File: src/rtl/pixel_link_host.sv
// Host-side link master for the 16x16 ISFET readout core: chip reset, instruction shift-out,
// paced result capture into a first-word-fall-through FIFO. Optional PIX_TAG_EN prefixes pixel address tags.
module pixel_link_host #(
  parameter int unsigned WORD_WIDTH  = 18,
  parameter int unsigned ADC_BITS    = 18,
  parameter int unsigned FIFO_AW     = 4,
  parameter int unsigned RST_CYCLES  = 8,
  parameter int unsigned TIMEOUT_CYC = 65535,
`ifdef PIX_TAG_EN
  localparam int unsigned TAG_W      = 8,
`else
  localparam int unsigned TAG_W      = 0,
`endif
  localparam int unsigned OUT_W      = ADC_BITS + TAG_W
) (
  input  logic                  clk_ext,
  input  logic                  rst_ext,
  input  logic                  cmd_valid,
  output logic                  cmd_ready,
  input  logic [WORD_WIDTH-1:0] cmd_word,
  input  logic [15:0]           cmd_nsamp,
  output logic                  rstb_chip,
  output logic                  spi_si_ena,
  output logic                  din_4_fpga,
  output logic                  spi_fpga_wait,
  input  logic                  spi_so_flag,
  input  logic                  dout_2_fpga,
  output logic                  res_valid,
  input  logic                  res_ready,
  output logic [OUT_W-1:0]      res_data,
  output logic                  busy,
  output logic                  done,
  output logic                  err_timeout
);

  localparam int unsigned DEPTH = 1 << FIFO_AW;
  localparam int unsigned CNT_W = FIFO_AW + 1;

  localparam logic [2:0] S_IDLE = 3'd0;
  localparam logic [2:0] S_CRST = 3'd1;
  localparam logic [2:0] S_SEND = 3'd2;
  localparam logic [2:0] S_RECV = 3'd3;
  localparam logic [2:0] S_FRST = 3'd4;

  logic [2:0]            r_state, w_state_nxt;
  logic [15:0]           r_cnt, w_cnt_nxt;
  logic [WORD_WIDTH-1:0] r_word, w_word_nxt;
  logic [15:0]           r_nsamp, w_nsamp_nxt;
  logic [15:0]           r_rx_cnt, w_rx_nxt;
  logic [16:0]           r_idle_cnt, w_idle_nxt;
  logic                  r_collect, w_collect_nxt;
  logic [15:0]           r_bit_cnt, w_bit_nxt;
  logic [ADC_BITS-1:0]   r_shreg, w_shreg_nxt;
  logic                  r_err, w_err_nxt;
  logic                  r_flag, r_flag_d, r_dout;
  logic                  w_rise, w_sample, w_push, w_pop, w_done_nxt;

  logic [OUT_W-1:0]      r_mem [DEPTH];
  logic [FIFO_AW-1:0]    r_wr_ptr, r_rd_ptr, w_wr_nxt, w_rd_nxt;
  logic [CNT_W-1:0]      r_count, w_count_nxt, w_count_left;
  logic [OUT_W-1:0]      w_push_data, w_head_nxt;

  logic r_cmd_ready, r_rstb, r_si_ena, r_din, r_wait, r_res_valid, r_busy, r_done;
  logic w_ready_nxt, w_rstb_nxt, w_ena_nxt, w_din_nxt, w_wait_nxt;
  logic [OUT_W-1:0] r_res_data;

`ifdef PIX_TAG_EN
  logic [7:0] r_pix_addr, w_pix_nxt;
  logic       r_rot, w_rot_nxt;
`endif

  // A word starts on the rising edge of the aligned flag
  assign w_rise = r_flag && !r_flag_d;
  assign w_pop  = r_res_valid && res_ready;

  // Next-state, datapath and registered-output decode
  always_comb begin
    w_state_nxt   = r_state;
    w_cnt_nxt     = r_cnt;
    w_word_nxt    = r_word;
    w_nsamp_nxt   = r_nsamp;
    w_rx_nxt      = r_rx_cnt;
    w_idle_nxt    = r_idle_cnt;
    w_collect_nxt = r_collect;
    w_bit_nxt     = r_bit_cnt;
    w_shreg_nxt   = r_shreg;
    w_err_nxt     = r_err;
    w_sample      = 1'b0;
    w_push        = 1'b0;
    w_done_nxt    = 1'b0;
`ifdef PIX_TAG_EN
    w_pix_nxt     = r_pix_addr;
    w_rot_nxt     = r_rot;
`endif
    case (r_state)
      S_IDLE: begin
        if (cmd_valid && r_cmd_ready) begin
          w_word_nxt  = cmd_word;
          w_nsamp_nxt = cmd_nsamp;
          w_rx_nxt    = '0;
          w_err_nxt   = 1'b0;
          w_cnt_nxt   = '0;
          w_state_nxt = S_CRST;
`ifdef PIX_TAG_EN
          w_pix_nxt   = cmd_word[7:0];
          w_rot_nxt   = cmd_word[WORD_WIDTH-1];
`endif
        end
      end
      S_CRST: begin
        if (r_cnt == 16'(RST_CYCLES)) begin
          w_cnt_nxt   = '0;
          w_state_nxt = S_SEND;
        end else begin
          w_cnt_nxt = r_cnt + 16'd1;
        end
      end
      S_SEND: begin
        w_word_nxt = r_word << 1;
        if (r_cnt == 16'(WORD_WIDTH - 1)) begin
          w_cnt_nxt     = '0;
          w_idle_nxt    = '0;
          w_collect_nxt = 1'b0;
          w_state_nxt   = (r_nsamp == 16'd0) ? S_FRST : S_RECV;
        end else begin
          w_cnt_nxt = r_cnt + 16'd1;
        end
      end
      S_RECV: begin
        w_idle_nxt = r_idle_cnt + 17'd1;
        if (w_rise) begin
          w_idle_nxt    = '0;
          w_collect_nxt = 1'b1;
          w_bit_nxt     = 16'd1;
          w_sample      = 1'b1;
        end else if (r_collect && r_flag) begin
          w_bit_nxt = r_bit_cnt + 16'd1;
          w_sample  = 1'b1;
        end
        if (w_sample) w_shreg_nxt = ADC_BITS'({r_shreg, r_dout});
        if (w_sample && (w_bit_nxt == 16'(ADC_BITS))) begin
          w_push        = 1'b1;
          w_collect_nxt = 1'b0;
          w_rx_nxt      = r_rx_cnt + 16'd1;
`ifdef PIX_TAG_EN
          if (r_rot) w_pix_nxt = r_pix_addr + 8'd1;
`endif
          if (w_rx_nxt == r_nsamp) begin
            w_cnt_nxt   = '0;
            w_state_nxt = S_FRST;
          end
        end else if (w_idle_nxt >= 17'(TIMEOUT_CYC)) begin
          w_err_nxt     = 1'b1;
          w_collect_nxt = 1'b0;
          w_cnt_nxt     = '0;
          w_state_nxt   = S_FRST;
        end
      end
      S_FRST: begin
        if (r_cnt == 16'(RST_CYCLES - 1)) begin
          w_cnt_nxt   = '0;
          w_done_nxt  = !r_err;
          w_state_nxt = S_IDLE;
        end else begin
          w_cnt_nxt = r_cnt + 16'd1;
        end
      end
      default: w_state_nxt = S_IDLE;
    endcase

`ifdef PIX_TAG_EN
    w_push_data = {r_pix_addr, w_shreg_nxt};
`else
    w_push_data = w_shreg_nxt;
`endif
    w_wr_nxt     = r_wr_ptr + FIFO_AW'(w_push);
    w_rd_nxt     = r_rd_ptr + FIFO_AW'(w_pop);
    w_count_left = r_count - CNT_W'(w_pop);
    w_count_nxt  = w_count_left + CNT_W'(w_push);
    // The new head is the pushed word only when the FIFO would otherwise be empty
    w_head_nxt   = (w_push && (w_count_left == '0)) ? w_push_data : r_mem[w_rd_nxt];

    w_ready_nxt = (w_state_nxt == S_IDLE);
    w_rstb_nxt  = !(((w_state_nxt == S_CRST) && (w_cnt_nxt < 16'(RST_CYCLES))) ||
                    (w_state_nxt == S_FRST));
    w_ena_nxt   = (w_state_nxt == S_SEND);
    w_din_nxt   = w_ena_nxt && w_word_nxt[WORD_WIDTH-1];
    w_wait_nxt  = (w_state_nxt == S_RECV) && !w_collect_nxt &&
                  (w_count_nxt < CNT_W'(DEPTH)) && (w_rx_nxt < w_nsamp_nxt);
  end

  // State, datapath and output registers
  always_ff @(posedge clk_ext) begin
    if (rst_ext) begin
      r_state     <= S_IDLE;
      r_cnt       <= '0;
      r_word      <= '0;
      r_nsamp     <= '0;
      r_rx_cnt    <= '0;
      r_idle_cnt  <= '0;
      r_collect   <= 1'b0;
      r_bit_cnt   <= '0;
      r_shreg     <= '0;
      r_err       <= 1'b0;
      r_flag      <= 1'b0;
      r_flag_d    <= 1'b0;
      r_dout      <= 1'b0;
      r_wr_ptr    <= '0;
      r_rd_ptr    <= '0;
      r_count     <= '0;
      r_res_data  <= '0;
      r_cmd_ready <= 1'b1;
      r_rstb      <= 1'b1;
      r_si_ena    <= 1'b0;
      r_din       <= 1'b0;
      r_wait      <= 1'b0;
      r_res_valid <= 1'b0;
      r_busy      <= 1'b0;
      r_done      <= 1'b0;
`ifdef PIX_TAG_EN
      r_pix_addr  <= '0;
      r_rot       <= 1'b0;
`endif
    end else begin
      r_state     <= w_state_nxt;
      r_cnt       <= w_cnt_nxt;
      r_word      <= w_word_nxt;
      r_nsamp     <= w_nsamp_nxt;
      r_rx_cnt    <= w_rx_nxt;
      r_idle_cnt  <= w_idle_nxt;
      r_collect   <= w_collect_nxt;
      r_bit_cnt   <= w_bit_nxt;
      r_shreg     <= w_shreg_nxt;
      r_err       <= w_err_nxt;
      r_flag      <= spi_so_flag;
      r_flag_d    <= r_flag;
      r_dout      <= dout_2_fpga;
      r_wr_ptr    <= w_wr_nxt;
      r_rd_ptr    <= w_rd_nxt;
      r_count     <= w_count_nxt;
      r_res_data  <= w_head_nxt;
      r_cmd_ready <= w_ready_nxt;
      r_rstb      <= w_rstb_nxt;
      r_si_ena    <= w_ena_nxt;
      r_din       <= w_din_nxt;
      r_wait      <= w_wait_nxt;
      r_res_valid <= (w_count_nxt != '0);
      r_busy      <= !w_ready_nxt;
      r_done      <= w_done_nxt;
`ifdef PIX_TAG_EN
      r_pix_addr  <= w_pix_nxt;
      r_rot       <= w_rot_nxt;
`endif
    end
  end

  // FIFO storage carries no reset; validity is tracked by r_count
  always_ff @(posedge clk_ext) begin
    if (w_push) r_mem[r_wr_ptr] <= w_push_data;
  end

  assign cmd_ready     = r_cmd_ready;
  assign rstb_chip     = r_rstb;
  assign spi_si_ena    = r_si_ena;
  assign din_4_fpga    = r_din;
  assign spi_fpga_wait = r_wait;
  assign res_valid     = r_res_valid;
  assign res_data      = r_res_data;
  assign busy          = r_busy;
  assign done          = r_done;
  assign err_timeout   = r_err;

endmodule

File: config.mk
export PLATFORM = sky130hd
export DESIGN_NAME = pixel_link_host
export DESIGN_NICKNAME = d
export VERILOG_FILES = /design/src/rtl/pixel_link_host.sv
export SDC_FILE = /design/constraint.sdc
export NUM_CORES = 1
export LEC_CHECK = 0
export CORE_AREA = 2 2 192 213
export CTS_BUF_LIST = sky130_fd_sc_hd__clkbuf_16
export DETAILED_ROUTE_END_ITERATION = 7
export DIE_AREA = 0 0 194 215
export GPL_ROUTABILITY_DRIVEN = 0
export PLACE_DENSITY = 0.66
export SYNTH_ARGS = -nofsm -noshare
export SYNTH_HDL_FRONTEND = slang
export SYNTH_SLANG_ARGS = --single-unit
File: constraint.sdc
create_clock -name clk_ext -period 6.4 [get_ports clk_ext]
set_input_delay 1.92 -clock clk_ext [delete_from_list [all_inputs] [get_ports clk_ext]]
set_output_delay 1.92 -clock clk_ext [all_outputs]
set_load 0.02 [all_outputs]
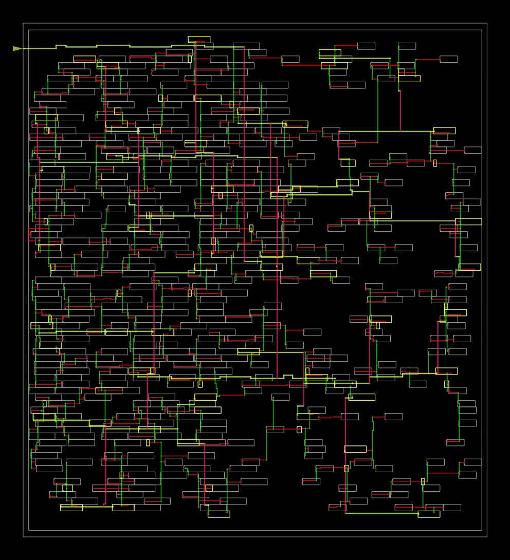
Fig. 1. The clock network.
sequential cells: 452
Num CTS Buffers: 49
clock sinks: 452
Max Clock Skew: 29.0 ps
Clock Buffer Count: 50

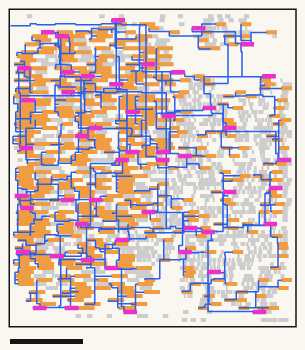
Fig. 2. Clock network drawn from the DEF.
Bar = 50 um.
Key: orange = flip-flops [count 452]; magenta = cells driving clock nets [count 49]; blue = clock wires [length 5430 um]
Position of the flops: all over the die.
Clk pwr share: 0.386
Clk. pwr: 0.00286 W

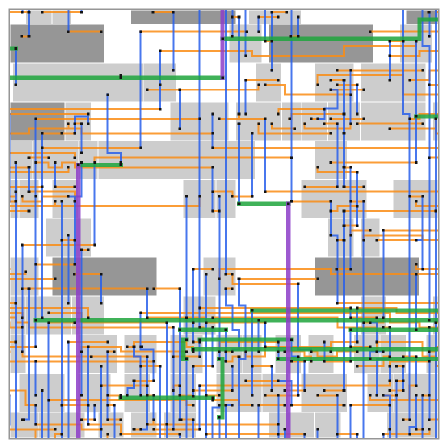
Fig. 3. A small window of the routed layout.
Region (130, 39) to (160, 69) um. Cells in grey, sequential cells in the stronger grey; small squares are vias.
Key: blue = met2; purple = met4; orange = met1; green = met3
67 logic cells have their middle in the window. Netlist names of flops here include r_rx_cnt (3). Sequential cells in the window: 5. Most frequent: o21ai_0 (11), and3_1 (5), dfxtp_1 (5).

==> run notes <==
impl run done, here's what came out: status completed, syn_area_per_cell 13.3 sq um, Post-CTS Hold Buffers 0, max_cap viols 0, Post-synth top flop edfxtp_1, fraction of area in multi-input gates 0.325, startpoint types flip-flop, R2R Setup Slk 1210 ps, most common cell in the synthesized netlist edfxtp_1, met3 wire len 2290 um, endpoints failing setup 0, setup TNS 0 ps, syn_nets 1546, simple share 0.119, final instance area 22500 sq um, hpwl dp 26100 um, violation count after the first detailed-routing iteration 899, Non-clock buffering overhead 0.0401, GR Util All Layers 0.215, switch share 0.256, Tot Pwr 0.00741 W, clock-cell share of area 0.0736, Final period util 0.811, vias in the first global route 12200, sequential power share 0.437, Top cells by area edfxtp_1 (44%), dfxtp_1 (17%), mux4_2 (10%), #FFs+latches synth 452, Min-Delay Endpoint r_word[3], headroom to the max-slew limit 0.220, RR Startpoint r_bit_cnt[0], synthesized cell area 19600 sq um, Peak VDD IR 0.000297 V, max reg flops 288, Post-Synthesis Cells 1477, largest power group sequential cells, via count 12400, Combinational Power Share 0.177, Layout Cells excl Fill 2088, PnR worst setup slack 1210 ps, Leakage 7.60 nW, synthesis area per yosys 19600 sq um, most frequent logic cells in the routed design edfxtp_1 (288), dfxtp_1 (164), nor2_1 (121), FF-to-FF End spi_fpga_wait, Top class by area flip-flops and latches, worst hold stages 2, Commonest cells post-synth edfxtp_1 (288), dfxtp_1 (164), nor2_1 (134), mux4_2 (90), nand2_1 (85), ant diodes 0, R2R cell count 18, area delta synth->final 15.0%, WL/cell 21.5 um, Hold WC Path Type flip-flop to flip-flop, Post-synth ARST share 0, Routed WL 44900 um, minimum clock period 5190 ps, crit path capture spi_fpga_wait, f_max 193 MHz, GR met2 Demand/Resource 0.371, cell family with most CP delay simple AND/OR/NAND/NOR gates, Die X 194 um, Unique cell types 71, aoi share 0.0779, CTS Buffer Depth 3, busiest metal layer after global routing met2, Seq area share 0.529, M1 WL 18700 um, EDFF count, synth 288, Post-route DRC 0, GR Overflow Total 0, clk slew on worst S/H paths 60 ps, proportion of layout cells with a drive suffix above 1 0.163, PwrDens 329 nW/um^2, H-Tree Depth 2, FP Core Util 0.494, crit-path max FO 15, Via density 5.93, Final Net Count 1604, Synth Warn # 0, NetSw 0.00189 W, GR Util met3 0.0372, register area 11900 sq um, core footprint 39700 sq um, latest clock arrival within the worst-skew pair 590 ps
Power is estimated from default activity; no workload was simulated.
